==> config.mk <==
export PLATFORM = sky130hd
export DESIGN_NAME = jk_cmd_sequencer
export DESIGN_NICKNAME = d
export VERILOG_FILES = /design/src/rtl/jk_cmd_sequencer.sv
export SDC_FILE = /design/constraint.sdc
export NUM_CORES = 1
export LEC_CHECK = 0
export ABC_AREA = 1
export CAP_MARGIN = 15
export CORE_MARGIN = 1.5
export CORE_UTILIZATION = 56
export DETAILED_ROUTE_END_ITERATION = 8
export MAX_ROUTING_LAYER = met4
export PLACE_DENSITY = 0.76
export SYNTH_ARGS = -nofsm -noshare
export SYNTH_HDL_FRONTEND = slang
export SYNTH_SLANG_ARGS = --single-unit
==> constraint.sdc <==
create_clock -name clk -period 2.8 [get_ports clk]
set_clock_uncertainty 0.05 [all_clocks]
set_input_delay 0.56 -clock clk [delete_from_list [all_inputs] [get_ports clk]]
set_output_delay 0.56 -clock clk [all_outputs]
set_load 0.05 [all_outputs]
==> src/rtl/jk_cmd_sequencer.sv <==
// Command FIFO plus replay FSM that drives the jk input of a downstream JK flop.
// Each queued op is held on jk for len+1 cycles; commands run back-to-back with no gap.
module jk_cmd_sequencer #(
   parameter int unsigned DEPTH = 4,
   parameter int unsigned CW    = 8
) (
   input  logic                     clk,
   input  logic                     rst,
   input  logic                     cmd_valid,
   output logic                     cmd_ready,
   input  logic [1:0]               cmd_op,
   input  logic [CW-1:0]            cmd_len,
   output logic [1:0]               jk,
   output logic                     busy,
   output logic                     cmd_done,
   output logic [$clog2(DEPTH):0]   level
);

   localparam int unsigned AW = $clog2(DEPTH);
   localparam int unsigned LW = AW + 1;
   localparam int unsigned EW = 2 + CW;

   typedef enum logic {IDLE, RUN} state_t;

   logic [EW-1:0]  mem [DEPTH];
   logic [AW-1:0]  wptr;
   logic [AW-1:0]  rptr;
   logic [CW-1:0]  cnt;
   state_t         state;
   logic           push;
   logic           pop;
   logic [1:0]     head_op;
   logic [CW-1:0]  head_len;

   assign cmd_ready = !rst && (level != LW'(DEPTH));
   assign push      = cmd_valid && cmd_ready;
   // Head is taken when idle, or when the running command finishes its last cycle.
   assign pop       = (level != '0) && ((state == IDLE) || (cnt == '0));
   assign {head_op, head_len} = mem[rptr];

   always_ff @(posedge clk) begin
      if (push) mem[wptr] <= {cmd_op, cmd_len};
   end

   always_ff @(posedge clk) begin
      if (rst) begin
         wptr     <= '0;
         rptr     <= '0;
         level    <= '0;
         cnt      <= '0;
         jk       <= 2'b00;
         busy     <= 1'b0;
         cmd_done <= 1'b0;
         state    <= IDLE;
      end else begin
         cmd_done <= 1'b0;
         if (push) wptr <= wptr + AW'(1);
         if (pop)  rptr <= rptr + AW'(1);
         if (push && !pop)      level <= level + LW'(1);
         else if (!push && pop) level <= level - LW'(1);

         case (state)
            IDLE: begin
               if (pop) begin
                  jk    <= head_op;
                  cnt   <= head_len;
                  busy  <= 1'b1;
                  state <= RUN;
               end
            end
            RUN: begin
               if (cnt != '0) begin
                  cnt <= cnt - CW'(1);
               end else begin
                  cmd_done <= 1'b1;
                  if (pop) begin
                     jk  <= head_op;
                     cnt <= head_len;
                  end else begin
                     jk    <= 2'b00;
                     busy  <= 1'b0;
                     state <= IDLE;
                  end
               end
            end
            default: state <= IDLE;
         endcase
      end
   end

endmodule

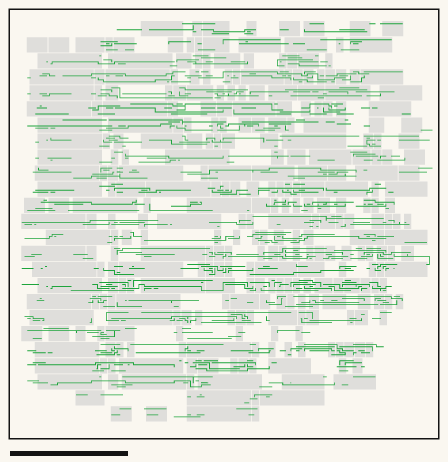
(run_1/m1.png)
Bar = 20 um.
longest straight run	25.3 um
share of all routed wire	45%
nets with wire on the layer	315
wire length on this layer	2280 um
via count: 1919
routed wire length: 5030 um
M1 GR Usage: 26.0%

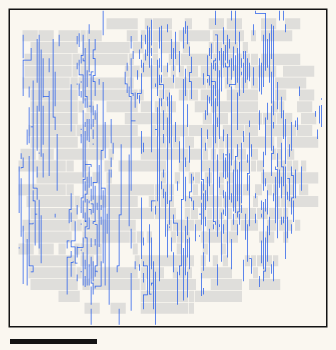
(run_1/m2.png)
Bar = 20 um.
nets with wire on the layer	241
main direction	vertical
share of all routed wire	49%
longest straight run	41.8 um

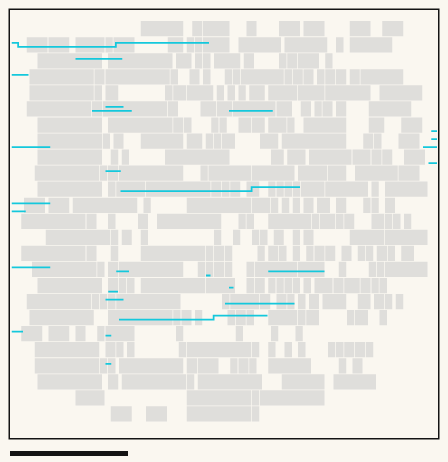
(run_1/m3.png)
Bar = 20 um.
main direction	horizontal
share of all routed wire	3.5%
nets with wire on the layer	19
longest straight run	22.1 um

==> summary.txt, run 1 <==
flow finished, numbers: status=finished clean, WHS=around 0.43 ns, Top delay family on crit path=AND-OR/OR-AND gates, Antenna Nets Post-Route=0, Arr. time, crit path=2.53 ns, gpl congestion=0.838, total track usage=22.1%, OpenROAD warning count=29, Post-Syn Area per Cell=9.60 um^2, Design Area, Final=3250 um^2, top cells by count=nand2_1 (63), edfxtp_1 (40), nor2_1 (33), nand3_1 (30), inv_1 (29), final non-filler cell total=374, Buf/Inv on CP=3, largest net degree at the start of global routing=21, critical path depth in cells=11, final core occ=69.3%, Final HPWL DP=3340 um, Worst-Skew Late Latency=0.34 ns, diode count=0, Required @ worst endpoint=2.97 ns, Setup Fix Bufs, Post-CTS=0, fmax=0.425 GHz, CP startpoint kind=primary input, RR Startpoint=cnt[0], mux share=0%, Syn Nets=302, YS warnings=0, setup TNS=0 ns, number of CTS-inserted buffers=9, top comb family, area=simple AND/OR/NAND/NOR gates, biggest area cells=edfxtp_1 (44%), dfxtp_1 (16%), nand2_1 (8.7%), Slew Viols, Final=0, I/O pin cnt=21, leak pwr=0.00133 uW, Critical Path Sink Type=flop, HP Start=busy, RSZ-0062 raised after global routing=no, sequential area share after synthesis=60.6%, Iter 0 DRT Violations=between 90 and 100
run 1: layout make-up:
cell class,count,area (um^2)
clock buffer,9,124
fill,348,1440
clock inverter,7,88.8
tap,54,67.6
sequential,62,1640
timing repair buffer,29,278
multi-input combinational,182,928
inverter,31,121
run 1: layout by cell type (no fill, tap or decap), drive strengths merged:
cell | netlist | routed
nor3 | 1 | 1
nand2 | 69 | 69
o22ai | 2 | 2
buf | 4 | 10
a31oi | 1 | 1
o21ai | 17 | 17
xor2 | 1 | 1
edfxtp | 40 | 40
xnor2 | 1 | 1
a21oi | 12 | 12
nand3 | 30 | 30
inv | 29 | 29
dfxtp | 22 | 22
clkinv | 2 | 7
ha | 6 | 6
clkdlybuf4s50 | 0 | 19
or2 | 1 | 1
clkbuf | 3 | 9
nor2 | 38 | 38
bufinv | 0 | 2
a21o | 1 | 1
nand4 | 1 | 1
fa | 1 | 1
run 1: power by group:
part	switching, uW	total (uW)	internal, uW
sequential	119	1240	1130
combinational	929	1430	501
clock	348	843	496
total	1390	3520	2120
run 1: worst max path at each step:
stage,slack [ns],startpoint,to
final,0.45,rst,level[2]
after global routing,0.19,cnt[0],level[2]
after floorplan,0.07,level[1],level[2]
after CTS,0.47,cnt[0],level[2]
after detailed placement,0.16,rst,level[2]
after global placement,0.25,rst,level[2]
run 1: per-layer routing:
| layer | wire, um | GRT usage [%] | up-vias |
|---|---|---|---|
| met5 | 0 | - | - |
| met4 | 102 | 11.1 | 0 |
| met3 | 174 | 6.81 | 10 |
| met2 | 2470 | 34.5 | 38 |
| met1 | 2280 | 26.0 | 874 |
| li1 | - | - | 997 |
run 1: registers in the layout, summed over array words and instances, names as in the netlist, named ones only:
signal	flops
mem	40
state	1
busy	1
jk	2
wptr	2
cmd_done	1
level	3
cnt	8
rptr	2
==> inputs of run 2 (changes only) <==
CORE_UTILIZATION = 52   (was 56)
PLACE_DENSITY = 0.74   (was 0.76)
clock period = 2.1 ns   (was 2.8 ns; I/O delays follow)
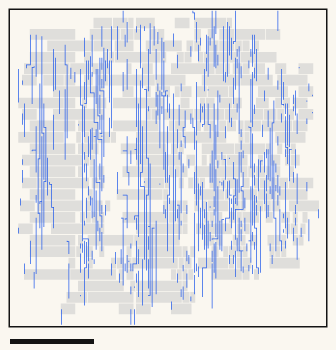
(run_2/m2.png)
Bar = 20 um.
nets with wire on the layer	260
main direction	vertical
share of all routed wire	49%
longest straight run	40.1 um

==> run 2 against run 1 <==
Against the previous run: final cell count rose by 5.9%; routed wire length fell by 1.5%; register-to-register slack got worse by 0.33 ns; combinational power rose by about 40%; sequential power rose by 35%; synthesized cell count did not move; final area rose by 2.3%; utilization fell by 3.7 points; hold slack got worse by 0.0020 ns; clock-buffer cell count rose by 2; largest cell class unchanged; largest power group unchanged; highest routed layer unchanged.
==> summary.txt, run 2 <==
flow finished, numbers: most numerous logic cells after layout=nand2_1 (61), edfxtp_1 (40), nor2_1 (33), total track usage=20.4% (-1.7 points), CP startpoint kind=flop, Commonest Layout Cell=nand2_1, Iter 0 DRT Violations=66 (-33%), OpenROAD warning count=30 (+3.4%), I/O pin cnt=21 (unchanged), gpl congestion=0.873 (+4.1%), leak pwr=0.00135 uW (+1.2%), final non-filler cell total=396 (+5.9%), sequential area share after synthesis=60.6% (unchanged), Final HPWL DP=3430 um (+2.6%), fmax=0.504 GHz, Setup Fix Bufs, Post-CTS=0 (unchanged), Critical Path Sink Type=primary output, RR Startpoint=cnt[0], Post-Syn Area=2710 um^2, PortBufs=20, HP Start=busy, Gate Area=948 um^2 (+2.2%), diode count=0 (unchanged), RSZ-0062 raised after global routing=no, met2 wire len=2420 um (-2.0%), register area=1650 um^2 (+0.61%), Slew Viols, Final=0 (unchanged), switching power=1860 uW (+33%), top cells by count=nand2_1 (63), edfxtp_1 (40), nor2_1 (33), nand3_1 (30), inv_1 (29), Arr. time, crit path=1.52 ns (-1.01 ns), Sequential Power Share=35.8% (+0.4 points), Required @ worst endpoint=1.63 ns (-1.34 ns), Fill cells=411 (+18%), largest net degree at the start of global routing=21 (unchanged), Clock Power Share=21.5% (-2.5 points), biggest area cells=edfxtp_1 (44%), dfxtp_1 (16%), nand2_1 (8.7%), die area=about 5600 um^2, final net count=341, Rel. slew slack=62.4%, Top delay family on crit path=buffers and inverters, Worst-Skew Late Latency=0.33 ns (about the same), met3 WL=222 um (+28%), Clock Tree Buf Depth=2, number of flops mapped to enable cells by yosys=approximately 40, Syn Nets=302 (unchanged), max layer used=met4, CTS clk-pin slew, worst paths=0.06 ns, Post-Syn Area per Cell=9.60 um^2 (unchanged), post-layout period usage=roughly 95%, vias in the first global route=1717, Synth cell types=29, drt wl/cell=approximately 13 um, largest reg by FF count=mem, YS warnings=0 (unchanged), Internal Power=2820 uW (+33%), Net Sw Frac=39.7% (+0.082 points), Buf/Inv on CP=1 (-2), max reg flops=40 (unchanged), Cells on Worst Hold Path=2, Gate power share=42.7% (+2.1 points), status=finished clean, M1 WL=2210 um (-3.0%), Largest regs=mem x40, cnt x8, level x3, CP max-delay cell=clkdlybuf4s50_1, Area leader share=44.4%, number of CTS-inserted buffers=9 (unchanged), Hold EP=busy, worst-path maximum fanout=3, Antenna Nets Post-Route=0 (unchanged), share of cells above drive strength 1=about 18%
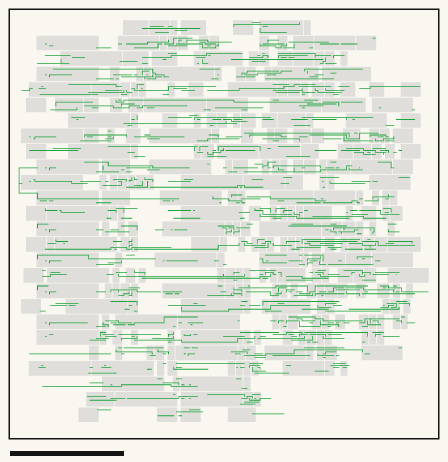
(run_2/m1.png)
Bar = 20 um.
share of all routed wire	45%
wire length on this layer	2210 um
main direction	horizontal
longest straight run	24.8 um
via count: 1937
M1 GR Usage: 24.7%
routed wire length: 4960 um

==> run 2: layer usage <==
metal  up-vias  GRT usage [%]
met5         -              -
met4         0           9.33
met3        11           6.16
met2        36           31.6
met1       882           24.7
li1       1008              -
==> run 2: final cells by class <==
type | count | share of cell area [%]
sequential | 62 | 49.7
multi-input combinational | 182 | 28.5
timing repair buffer | 35 | 9.71
clock buffer | 11 | 4.25
inverter | 31 | 3.73
tap | 70 | 2.63
clock inverter | 5 | 1.47
==> run 2: what timing repair did <==
item	in CTS	in global routing
endpoints found under the setup margin	0	1
endpoints found under the hold margin	0	0
gates resized	0	2
==> run 2: power groups by stage <==
stage                     Sequential, uW  Clock, uW  Combinational, uW
after floorplan                     1860          0               1280
after global placement              1690          0               1950
after detailed placement            1700          0               2000
after CTS                           1680       1030               2020
after global routing                1700       1080               2260
final                               1680       1010               2000
==> run 2: how the worst max path moves through the flow <==
stage	startpoint	end	depth (start not counted)
finish	level[2]	level[2]	1
global placement	rst	level[2]	11
CTS	cnt[0]	level[2]	12
detailed placement	rst	level[2]	11
global route	cnt[0]	level[2]	12
floorplan	rst	level[2]	11
==> run 2: through the flow <==
step / utilization (%) / TNS (ns) / hold WS, ns / total power, uW / cell area (um^2)
2_1_floorplan: - / -0.134 / 0.423 / 3140 / 2760
3_3_place_gp: 61.7 / -0.207 / 0.413 / 3650 / 3130
3_5_place_dp: 61.7 / -0.258 / 0.427 / 3700 / 3130
4_1_cts: 65.4 / 0 / 0.436 / 4720 / 3320
5_1_grt: 65.5 / 0 / 0.449 / 5040 / 3320
6_report: 65.5 / 0 / 0.430 / 4690 / 3320
==> run 2: logic make-up after synthesis <==
logic type,Yosys count,share of synthesized area (%)
simple gates,140,22.4
compound gates,33,7.16
xor+xnor,2,0.647
buf+inv,38,5.64
flops,62,60.6
fa+ha+maj,7,3.51
Power and IR drop assume default switching activity.
